--- config.mk ---
export PLATFORM = sky130hd
export DESIGN_NAME = vend_ctrl_param_flat
export DESIGN_NICKNAME = d
export VERILOG_FILES = /design/src/rtl/vend_ctrl_param_if.sv /design/src/rtl/vend_ctrl_param.sv /design/src/flat_wrapper.sv
export SDC_FILE = /design/constraint.sdc
export NUM_CORES = 1
export LEC_CHECK = 0
export CORE_ASPECT_RATIO = 0.75
export CORE_MARGIN = 2
export CORE_UTILIZATION = 35
export DETAILED_ROUTE_END_ITERATION = 8
export PLACE_DENSITY = 0.6
export REMOVE_ABC_BUFFERS = 1
export SYNTH_ARGS = -nofsm -noshare
export SYNTH_HDL_FRONTEND = slang
export SYNTH_SLANG_ARGS = --single-unit
--- constraint.sdc ---
create_clock -name clk -period 5 [get_ports clk]
set_input_delay 1 -clock clk [delete_from_list [all_inputs] [get_ports clk]]
set_output_delay 1 -clock clk [all_outputs]
set_load 0.02 [all_outputs]
--- src/rtl/vend_ctrl_param_if.sv ---
`default_nettype none
// ============================================================================
// vend_ctrl_param_if : coin-acceptor / dispenser / hopper signal bundle
// Revision: 1.0
// ============================================================================
interface vend_ctrl_param_if #(
  parameter int SALDO_W = 8
);
  logic [1:0]         moeda;
  logic               sel;
  logic               cancel;
  logic               troco_ack;
  logic               vendeu;
  logic               prod;
  logic               moeda_rej;
  logic               troco_valid;
  logic [1:0]         troco_moeda;
  logic [SALDO_W-1:0] saldo;
  logic               ocupado;

  modport slave (
    input  moeda, sel, cancel, troco_ack,
    output vendeu, prod, moeda_rej, troco_valid, troco_moeda, saldo, ocupado
  );

  modport master (
    output moeda, sel, cancel, troco_ack,
    input  vendeu, prod, moeda_rej, troco_valid, troco_moeda, saldo, ocupado
  );
endinterface
`default_nettype wire

--- src/rtl/vend_ctrl_param.sv ---
`default_nettype none
// ============================================================================
// vend_ctrl_param : parametrised vending controller, coin balance + greedy change
// Revision: 1.0
// ============================================================================
module vend_ctrl_param #(
  parameter int SALDO_W   = 8,
  parameter int V1        = 5,
  parameter int V2        = 10,
  parameter int V3        = 20,
  parameter int PRICE_A   = 40,
  parameter int PRICE_B   = 65,
  parameter int MAX_SALDO = 100
) (
  input  logic             clk,
  input  logic             res,
  vend_ctrl_param_if.slave bus
);

  localparam int c_w = SALDO_W + 1;
  localparam logic [SALDO_W:0] c_v1    = c_w'(V1);
  localparam logic [SALDO_W:0] c_v2    = c_w'(V2);
  localparam logic [SALDO_W:0] c_v3    = c_w'(V3);
  localparam logic [SALDO_W:0] c_pa    = c_w'(PRICE_A);
  localparam logic [SALDO_W:0] c_pb    = c_w'(PRICE_B);
  localparam logic [SALDO_W:0] c_max   = c_w'(MAX_SALDO);

  typedef enum logic [1:0] {
    S_IDLE  = 2'd0,
    S_ACUM  = 2'd1,
    S_VENDE = 2'd2,
    S_TROCO = 2'd3
  } state_t;

  function automatic logic [SALDO_W:0] coin_val(input logic [1:0] code);
    case (code)
      2'b01:   coin_val = c_v1;
      2'b10:   coin_val = c_v2;
      2'b11:   coin_val = c_v3;
      default: coin_val = '0;
    endcase
  endfunction

  // Largest coin code that still fits into the remaining amount.
  function automatic logic [1:0] greedy(input logic [SALDO_W:0] amount);
    if (amount >= c_v3)      greedy = 2'b11;
    else if (amount >= c_v2) greedy = 2'b10;
    else if (amount >= c_v1) greedy = 2'b01;
    else                     greedy = 2'b00;
  endfunction

  state_t             r_state, w_state_nx;
  logic [SALDO_W-1:0] r_saldo, w_saldo_nx;
  logic               r_vendeu, w_vendeu_nx;
  logic               r_prod, w_prod_nx;
  logic               r_sel, w_sel_nx;
  logic               r_rej, w_rej_nx;
  logic               r_tvalid, w_tvalid_nx;
  logic [1:0]         r_tcode, w_tcode_nx;
  logic               r_ocupado;

  logic [SALDO_W:0]   w_saldo_ext;
  logic [SALDO_W:0]   w_sum;
  logic [SALDO_W:0]   w_price_now;
  logic [SALDO_W:0]   w_rem;
  logic [SALDO_W:0]   w_after;
  logic               w_coin;

  assign w_saldo_ext = {1'b0, r_saldo};
  assign w_coin      = (bus.moeda != 2'b00);
  assign w_sum       = w_saldo_ext + coin_val(bus.moeda);
  assign w_price_now = bus.sel ? c_pb : c_pa;
  assign w_rem       = w_saldo_ext - (r_sel ? c_pb : c_pa);
  assign w_after     = w_saldo_ext - coin_val(r_tcode);

  always_comb begin
    w_state_nx  = r_state;
    w_saldo_nx  = r_saldo;
    w_vendeu_nx = 1'b0;
    w_prod_nx   = 1'b0;
    w_sel_nx    = r_sel;
    w_rej_nx    = 1'b0;
    w_tvalid_nx = r_tvalid;
    w_tcode_nx  = r_tcode;

    case (r_state)
      S_IDLE, S_ACUM: begin
        if ((r_state == S_ACUM) && bus.cancel) begin
          // Refund wins over a coin arriving in the same cycle.
          w_rej_nx = w_coin;
          if (w_saldo_ext >= c_v1) begin
            w_state_nx  = S_TROCO;
            w_tvalid_nx = 1'b1;
            w_tcode_nx  = greedy(w_saldo_ext);
          end else begin
            w_state_nx = S_IDLE;
            w_saldo_nx = '0;
          end
        end else if (w_coin) begin
          if (w_sum > c_max) begin
            w_rej_nx = 1'b1;
          end else begin
            w_saldo_nx = w_sum[SALDO_W-1:0];
            if (w_sum >= w_price_now) begin
              w_state_nx = S_VENDE;
              w_sel_nx   = bus.sel;
            end else begin
              w_state_nx = S_ACUM;
            end
          end
        end
      end

      S_VENDE: begin
        w_vendeu_nx = 1'b1;
        w_prod_nx   = r_sel;
        w_rej_nx    = w_coin;
        if (w_rem >= c_v1) begin
          w_state_nx  = S_TROCO;
          w_saldo_nx  = w_rem[SALDO_W-1:0];
          w_tvalid_nx = 1'b1;
          w_tcode_nx  = greedy(w_rem);
        end else begin
          w_state_nx = S_IDLE;
          w_saldo_nx = '0;
        end
      end

      S_TROCO: begin
        w_rej_nx = w_coin;
        if (bus.troco_ack) begin
          // A sub-V1 residue cannot be paid out, so it is dropped here.
          if (w_after < c_v1) begin
            w_state_nx  = S_IDLE;
            w_saldo_nx  = '0;
            w_tvalid_nx = 1'b0;
            w_tcode_nx  = 2'b00;
          end else begin
            w_saldo_nx = w_after[SALDO_W-1:0];
            w_tcode_nx = greedy(w_after);
          end
        end
      end

      default: begin
        w_state_nx  = S_IDLE;
        w_saldo_nx  = '0;
        w_tvalid_nx = 1'b0;
        w_tcode_nx  = 2'b00;
      end
    endcase
  end

  always_ff @(posedge clk) begin
    if (res) begin
      r_state   <= S_IDLE;
      r_saldo   <= '0;
      r_vendeu  <= 1'b0;
      r_prod    <= 1'b0;
      r_sel     <= 1'b0;
      r_rej     <= 1'b0;
      r_tvalid  <= 1'b0;
      r_tcode   <= 2'b00;
      r_ocupado <= 1'b0;
    end else begin
      r_state   <= w_state_nx;
      r_saldo   <= w_saldo_nx;
      r_vendeu  <= w_vendeu_nx;
      r_prod    <= w_prod_nx;
      r_sel     <= w_sel_nx;
      r_rej     <= w_rej_nx;
      r_tvalid  <= w_tvalid_nx;
      r_tcode   <= w_tcode_nx;
      r_ocupado <= (w_state_nx == S_VENDE) || (w_state_nx == S_TROCO);
    end
  end

  assign bus.vendeu      = r_vendeu;
  assign bus.prod        = r_prod;
  assign bus.moeda_rej   = r_rej;
  assign bus.troco_valid = r_tvalid;
  assign bus.troco_moeda = r_tcode;
  assign bus.saldo       = r_saldo;
  assign bus.ocupado     = r_ocupado;

endmodule
`default_nettype wire
--- src/flat_wrapper.sv ---
// flat-port wrapper written by rule: the top's interface ports become plain ports
module vend_ctrl_param_flat 
#(
  parameter int SALDO_W   = 8,
  parameter int V1        = 5,
  parameter int V2        = 10,
  parameter int V3        = 20,
  parameter int PRICE_A   = 40,
  parameter int PRICE_B   = 65,
  parameter int MAX_SALDO = 100
)
  (clk, res, bus_moeda, bus_sel, bus_cancel, bus_troco_ack, bus_vendeu, bus_prod, bus_moeda_rej, bus_troco_valid, bus_troco_moeda, bus_saldo, bus_ocupado);
  vend_ctrl_param_if #(.SALDO_W(SALDO_W)) bus_i ();
  input  logic clk;
  input  logic res;
  input wire logic [$bits(bus_i.moeda)-1:0] bus_moeda;
  input wire logic [$bits(bus_i.sel)-1:0] bus_sel;
  input wire logic [$bits(bus_i.cancel)-1:0] bus_cancel;
  input wire logic [$bits(bus_i.troco_ack)-1:0] bus_troco_ack;
  output wire logic [$bits(bus_i.vendeu)-1:0] bus_vendeu;
  output wire logic [$bits(bus_i.prod)-1:0] bus_prod;
  output wire logic [$bits(bus_i.moeda_rej)-1:0] bus_moeda_rej;
  output wire logic [$bits(bus_i.troco_valid)-1:0] bus_troco_valid;
  output wire logic [$bits(bus_i.troco_moeda)-1:0] bus_troco_moeda;
  output wire logic [$bits(bus_i.saldo)-1:0] bus_saldo;
  output wire logic [$bits(bus_i.ocupado)-1:0] bus_ocupado;
  assign bus_i.moeda = bus_moeda;
  assign bus_i.sel = bus_sel;
  assign bus_i.cancel = bus_cancel;
  assign bus_i.troco_ack = bus_troco_ack;
  assign bus_vendeu = bus_i.vendeu;
  assign bus_prod = bus_i.prod;
  assign bus_moeda_rej = bus_i.moeda_rej;
  assign bus_troco_valid = bus_i.troco_valid;
  assign bus_troco_moeda = bus_i.troco_moeda;
  assign bus_saldo = bus_i.saldo;
  assign bus_ocupado = bus_i.ocupado;
  vend_ctrl_param #(.SALDO_W(SALDO_W), .V1(V1), .V2(V2), .V3(V3), .PRICE_A(PRICE_A), .PRICE_B(PRICE_B), .MAX_SALDO(MAX_SALDO)) u_core (.clk(clk), .res(res), .bus(bus_i));
endmodule
==> deck_impl_summary.md <==
Implementation Results

Status
  – Status: completed

Clock network
  – Post-CTS setup buffer count: 0
  – CTS buffer count: 3
  – Root Buffer Master: clkbuf_8
  – TritonCTS clock tree: yes
  – Clock transition at path regs: approximately 0.080 ns

Power
  – Share of total power in sequential cells: 0.175
  – Lkg Pwr: between 0.0008 and 0.0009 uW
  – Internal power: ~830 uW
  – Combinational share of power: 0.756

Min path
  – Worst hold path endpoint: u_core.bus.troco_valid$_SDFFE_PP0P_
  – Worst Hold Path Cells: 1

Final layout
  – Post-Layout Cell Count: between 300 and 400
  – Layout clock area frac: 0.0238
  – Non-clock buffer count: 22
  – Registers: 18
  – Area Overhead vs Synth: 14.4%
  – Inverters: 16
  – Clkbuf count: 4
  – Multi-input combinational area share: 0.659
  – Max reg flops: 8
  – Top cells excl fill/tap: nor2_1, nand2_1, o21ai_0, clkdlybuf4s50_1

Route
  – First-pass iteration count of the detailed router: 5
  – Met2 Wirelength: approximately 2.4 mm

Critical path
  – Critical path startpoint category: input pin
  – WP data arrival: roughly 4.2 ns
  – Reg2Reg Setup Slack: between 1.5 and 2 ns
  – Crit Path Max Fanout: 11
  – CP startpoint: bus_moeda[1]

Timing
  – Least-Margin Pin Slew: approximately 0.89 ns
  – Sum of negative setup slack: 0 ns
  – Hold Violations, Final: 0

Synthesis
  – Syn_area_per_cell: ~7.6 sq um
  – Register bit total from synthesis: 18
  – Yosys cell count: 266

Die
  – Area of the core: around 0.0054 sq mm

Place
  – Quantity of I/O buffers inserted on ports: 21
[worst max-delay path, stage by stage]
cell             delay (ns)
clkdlybuf4s50_1        0.52
nor2b_2                0.42
xnor2_1                0.13
ha_1                   0.22
a221o_1                0.40
o21ai_2                0.09
xnor2_1                0.14
o311a_4                0.36
o32ai_4                0.52
o21ai_0                0.16
o221a_2                0.25
[synth_stat cells (2+ instances only)]
cell	instances	area (sq um)
mux2i_1	5	50.1
xnor2_1	8	70.1
ha_1	18	225
nor4_1	3	18.8
dfxtp_1	18	360
nor2b_1	6	37.5
buf_4	3	22.5
o21ai_1	2	10.0
a41oi_1	2	17.5
a221o_1	2	20.0
xor2_1	8	70.1
or2_2	2	12.5
nor3_1	6	30.0
o2111ai_1	5	43.8
inv_1	16	60.1
buf_6	2	22.5
nand3_1	5	25.0
a21oi_1	17	85.1
a21o_1	2	15.0
a211oi_1	5	37.5
o21ai_2	2	17.5
o21ai_0	22	110
and2_1	2	12.5
nand2b_1	4	25.0
a31oi_1	5	31.3
a22oi_1	2	15.0
o221a_2	2	22.5
clkbuf_1	7	26.3
nand2_1	23	86.3
nor2_1	28	105
o211ai_1	2	15.0
[power by group through the flow]
stage                     Sequential (uW)  Combinational (uW)  Clock (uW)
after floorplan                       327                 950           0
after global placement                317                1330           0
after detailed placement              315                1330           0
after CTS                             312                1340         125
after global routing                  327                1510         131
final                                 314                1360         125
[stage by stage]
stage / setup WS, ns / utilization
floorplan: 1.50 / -
CTS: 0.953 / 0.424
detailed placement: 0.689 / 0.414
global route: 0.661 / 0.424
global placement: 0.761 / 0.414
finish: 0.939 / 0.424
[per-layer routing]
layer	global-route usage	vias up
met3	0.0543	11
met1	0.308	959
met5	0	-
met2	0.269	82
li1	-	1015
met4	0.0253	0
### Where the registers sit

Scale: 4 px per um.
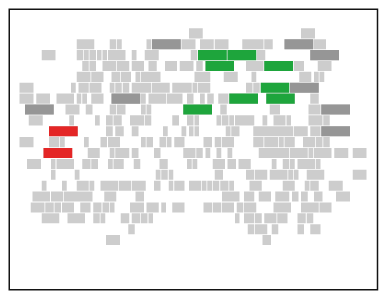
Key: green = u_core.bus.saldo [sequential cells 8]; red = u_core.bus.troco_moeda [sequential cells 2]
Flop area: 360 sq um
P_seq: 314 uW
fin util: 0.424
Seq area share: 0.156

### Congestion heat map

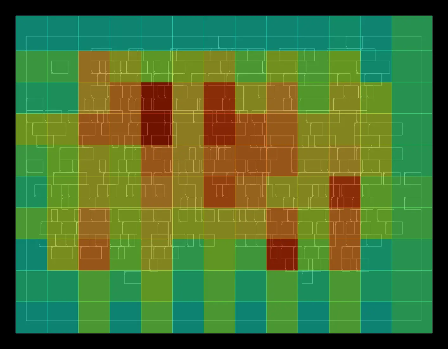
gr usage total: 0.197
met3 GRT Util: 0.0543
met2 usage: 0.269
per-cell routed wire length: 17.2 um
grt peak-use layer: met1

No activity file was given, so power comes from the tool's default toggle rates.
